Clock distribution:
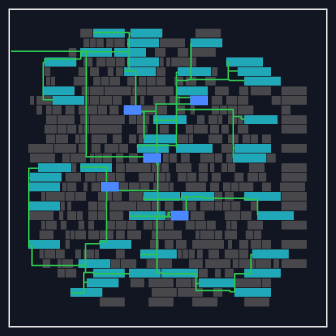
Routing congestion:
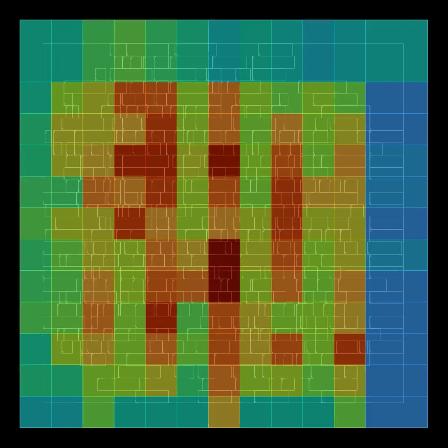
Sizing map:
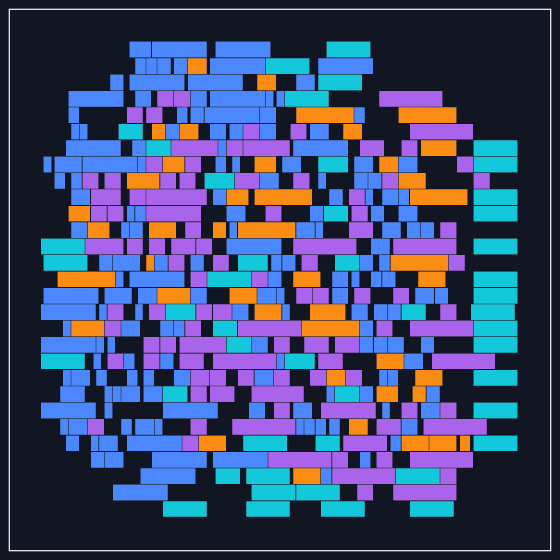
Gate-type map:
Scale bar: 20 µm.
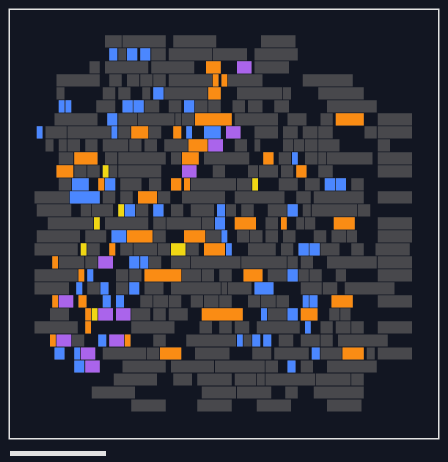
Signal wires on met3:
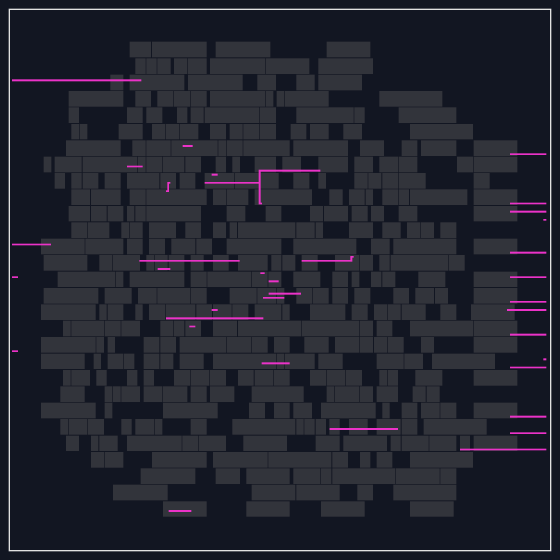
<file path="config.mk">
export PLATFORM = sky130hd
export DESIGN_NAME = vga_scanout_scheduler
export DESIGN_NICKNAME = d
export VERILOG_FILES = /design/src/rtl/vga_scanout_scheduler.sv
export SDC_FILE = /design/constraint.sdc
export NUM_CORES = 1
export LEC_CHECK = 0
export CORE_MARGIN = 5
export CORE_UTILIZATION = 40
export DETAILED_ROUTE_END_ITERATION = 8
export PLACE_DENSITY = 0.64
export SYNTH_ARGS = -nofsm -noshare
export SYNTH_HDL_FRONTEND = slang
export SYNTH_SLANG_ARGS = --single-unit
</file>
<file path="constraint.sdc">
create_clock -name clk_vga -period 1.85 [get_ports clk_vga]
set_input_delay 0.37 -clock clk_vga [delete_from_list [all_inputs] [get_ports clk_vga]]
set_output_delay 0.37 -clock clk_vga [all_outputs]
set_load 0.1 [all_outputs]
</file>
<file path="src/rtl/vga_scanout_scheduler.sv">
// VGA 640x480 scan-out scheduler: timing counters, frame-buffer read
// address one cycle ahead of the pixel, and vblank-aligned buffer swap.
module vga_scanout_scheduler #(
    parameter int H_SYNC   = 96,
    parameter int H_BACK   = 48,
    parameter int H_ACTIVE = 640,
    parameter int H_FRONT  = 16,
    parameter int V_SYNC   = 2,
    parameter int V_BACK   = 33,
    parameter int V_ACTIVE = 480,
    parameter int V_FRONT  = 10,
    parameter int PIX_W    = 19
) (
    input  logic             clk_vga,
    input  logic             reset_n,
    input  logic             i_swap_req,
    output logic             o_swap_ack,
    output logic             o_display_sel,
    output logic             o_hs,
    output logic             o_vs,
    output logic             o_active,
    output logic             o_rd_en,
    output logic [PIX_W:0]   o_rd_addr,
    output logic             o_frame_start,
    output logic             o_vblank
);

    localparam int H_TOTAL = H_SYNC + H_BACK + H_ACTIVE + H_FRONT;
    localparam int V_TOTAL = V_SYNC + V_BACK + V_ACTIVE + V_FRONT;
    localparam int HW = $clog2(H_TOTAL);
    localparam int VW = $clog2(V_TOTAL);

    localparam logic [HW-1:0] H_LAST     = HW'(H_TOTAL - 1);
    localparam logic [HW-1:0] H_SYNC_END = HW'(H_SYNC);
    localparam logic [HW-1:0] H_FETCH_LO = HW'(H_SYNC + H_BACK - 1);
    localparam logic [HW-1:0] H_FETCH_HI = HW'(H_SYNC + H_BACK + H_ACTIVE - 2);

    localparam logic [VW-1:0] V_LAST     = VW'(V_TOTAL - 1);
    localparam logic [VW-1:0] V_SYNC_END = VW'(V_SYNC);
    localparam logic [VW-1:0] V_ACT_LO   = VW'(V_SYNC + V_BACK);
    localparam logic [VW-1:0] V_ACT_HI   = VW'(V_SYNC + V_BACK + V_ACTIVE - 1);
    localparam logic [VW-1:0] V_BLK_BEG  = VW'(V_SYNC + V_BACK + V_ACTIVE);

    localparam logic [PIX_W-1:0] PIX_LAST = PIX_W'(H_ACTIVE * V_ACTIVE - 1);

    typedef enum logic [1:0] {
        IDLE    = 2'd0,
        PENDING = 2'd1,
        ACK     = 2'd2
    } state_t;

    logic [HW-1:0]    r_hcnt;
    logic [VW-1:0]    r_vcnt;
    logic [PIX_W-1:0] r_pix;
    logic             r_active;
    logic             r_frame_start;
    logic             r_req_s1;
    logic             r_req_s2;
    logic             r_display_sel;
    state_t           r_state;
    state_t           w_state_nxt;

    logic w_h_wrap;
    logic w_v_wrap;
    logic w_v_act;
    logic w_fetch;
    logic w_vb_start;
    logic w_toggle;
    logic w_ack;

    assign w_h_wrap   = (r_hcnt == H_LAST);
    assign w_v_wrap   = (r_vcnt == V_LAST);
    assign w_v_act    = (r_vcnt >= V_ACT_LO) && (r_vcnt <= V_ACT_HI);
    assign w_fetch    = w_v_act && (r_hcnt >= H_FETCH_LO)
                        && (r_hcnt <= H_FETCH_HI);
    assign w_vb_start = (r_hcnt == '0) && (r_vcnt == V_BLK_BEG);

    always_ff @(posedge clk_vga or negedge reset_n) begin
        if (!reset_n) begin
            r_hcnt <= '0;
            r_vcnt <= '0;
        end else if (w_h_wrap) begin
            r_hcnt <= '0;
            r_vcnt <= w_v_wrap ? '0 : r_vcnt + VW'(1);
        end else begin
            r_hcnt <= r_hcnt + HW'(1);
        end
    end

    // Frame-start pulse is registered so it is 0 out of reset even though
    // the counters sit at (0,0).
    always_ff @(posedge clk_vga or negedge reset_n) begin
        if (!reset_n) begin
            r_active      <= 1'b0;
            r_frame_start <= 1'b0;
            r_pix         <= '0;
        end else begin
            r_active      <= w_fetch;
            r_frame_start <= w_h_wrap && w_v_wrap;
            if (r_frame_start)
                r_pix <= '0;
            else if (w_fetch)
                r_pix <= (r_pix == PIX_LAST) ? '0 : r_pix + PIX_W'(1);
        end
    end

    always_ff @(posedge clk_vga or negedge reset_n) begin
        if (!reset_n) begin
            r_req_s1 <= 1'b0;
            r_req_s2 <= 1'b0;
        end else begin
            r_req_s1 <= i_swap_req;
            r_req_s2 <= r_req_s1;
        end
    end

    always_ff @(posedge clk_vga or negedge reset_n) begin
        if (!reset_n)
            r_state <= IDLE;
        else
            r_state <= w_state_nxt;
    end

    always_comb begin
        w_state_nxt = r_state;
        unique case (r_state)
            IDLE:    if (r_req_s2)   w_state_nxt = PENDING;
            PENDING: if (w_vb_start) w_state_nxt = ACK;
            ACK:     if (!r_req_s2)  w_state_nxt = IDLE;
            default:                 w_state_nxt = IDLE;
        endcase
    end

    always_comb begin
        w_toggle = (r_state == PENDING) && w_vb_start;
        w_ack    = (r_state == ACK);
    end

    always_ff @(posedge clk_vga or negedge reset_n) begin
        if (!reset_n)
            r_display_sel <= 1'b0;
        else if (w_toggle)
            r_display_sel <= ~r_display_sel;
    end

    assign o_swap_ack    = w_ack;
    assign o_display_sel = r_display_sel;
    assign o_hs          = (r_hcnt >= H_SYNC_END);
    assign o_vs          = (r_vcnt >= V_SYNC_END);
    assign o_vblank      = !w_v_act;
    assign o_rd_en       = w_fetch;
    assign o_active      = r_active;
    assign o_frame_start = r_frame_start;
    assign o_rd_addr     = {r_display_sel, r_pix};

endmodule

</file>
==> results_dict.tcl <==
# collected from the flow reports
set metrics [dict create \
    remaining_drc_errors 0 \
    min-delay-path-class "input port to asynchronous set/reset pin" \
    crit_family "AND-OR/OR-AND gates" \
    number_of_routed_nets_with_antenna_violations 0 \
    synth_cell_type_count 50 \
    run_status "complete, but fails checks" \
    leakage_nw 1.86 \
    floorplanUtilization_pct 40.5 \
    critical-path-max-stage-delay_ns 0.37 \
    netlist.top_cell.by_instances "sky130_fd_sc_hd__dfrtp_1" \
    worst_slack_setup_final_ns -0.324 \
    clkPwrFrac_pct 36.6 \
    die_height_um 89.5 \
    setup_violations 27 \
    synthDominantAreaCellType "sky130_fd_sc_hd__dfrtp_1" \
    worst_setup_path_startpoint "r_vcnt[0]$_DFFE_PN0N_" \
    failed_checks "negative setup slack" \
    cp.required_ns 1.48 \
    die_w_um 89.5 \
    switching_power_w 0.000350 \
    crit-reg2reg-launch "r_vcnt[7]$_DFFE_PN0N_" \
    ff_to_ff_end "r_pix[12]$_DFFE_PN0P_" \
    postSynthRegisterBits 46 \
    inverters 7 \
    power_frac_comb_pct 1.7 \
    timing_max_transition_violations_final 0 \
    fmaxAchievable_mhz 460 \
    globalplace.congestion 0.855 \
    ys_cells 260 \
    clock_sinks 46 \
    maxCapViolCount 0 \
    warning_count 33 \
    yosys_area_um2 2530 \
    ordered_cell_list_for_the_critical_path "buf_6 > inv_2 > ha_4 > o2111a_2 > o211ai_4 > clkinv_4 > buf_12" \
    h-tree-depth 2 \
    num-clock-buffers 8 \
    power.density_nw_per_um2 385 \
]
-- 'clock distribution' (at the start) --
Key: flip-flops = cyan [count 46]; clock wires = green [length 596 µm]; cells driving clock nets = blue [count 5]
Position of the flops: all over the die. There are 6 routed clock nets.
clock network power consumption: 0.000598 W
clock skew: 0.0109 ns
insertion delay of the later-clocked pin in the worst-skew pair: 0.30 ns

-- 'routing congestion' (at the start) --
routed length per instance: 16.7 µm
GR Layer Usage met2: 33.0%
utilization after layout: 68.0%
GR met1 Demand/Resource: 24.7%

-- 'sizing map' (at the start) --
Key: drive 1 or less = blue [cells 171, share 47%]; drive 2 = orange [cells 43, share 12%]; drive 3 to 4 = purple [cells 103, share 28%]; drive 6 and up = cyan [cells 46, share 13%]
Worst Slack Setup Final: -0.324 ns
Non-clock buffers: 110
design area: 4240 µm²
Area Overhead vs Synth: 67.7%

-- 'gate-type map' (at the start) --
Key: NAND gates = blue [cells 54, most used nand4_1]; XOR/XNOR gates = purple [cells 12, most used xnor2_1]; NOR gates = orange [cells 40, most used nor2_1]; inverters = yellow [cells 7, most used inv_1, where left middle]
post-route insts no fill: 440
commonest non-fill, non-tap cell in the layout: sky130_fd_sc_hd__buf_4
share of cell area taken by multi-input logic gates: 37.2%

-- 'signal wires on met3' (at the start) --
The layer carries 211 µm of wire. The layer holds 2.9% of the routed length.
Global Route met3 Usage: 3.23%
vias post-DR: 2495
final wirelength: 7330 µm

## sequential cells by signal, summed over array words and instances (netlist names)
register and flops:
o_active 1, o_frame_start 1, o_display_sel 1, r_hcnt 10, r_pix 19, r_req_s1 1
r_vcnt 10, r_state 2, r_req_s2 1
## layer usage
| layer | vias to the layer above | routed length, µm | track usage (%) |
|---|---|---|---|
| li1 | 1183 | - | - |
| met1 | 1257 | 3170 | 24.7 |
| met5 | - | 0 | 0 |
| met3 | 9 | 210 | 3.23 |
| met2 | 46 | 3850 | 33.0 |
| met4 | 0 | 97 | 4.87 |
## what timing repair did
| item | CTS | global route |
|---|---|---|
| setup endpoints to repair | 29 | 42 |
| setup buffers | 11 | 4 |
| gates resized | 27 | 37 |
| cloned | 0 | 0 |
| pin swaps | 13 | 23 |
Power is estimated from default activity; no workload was simulated.
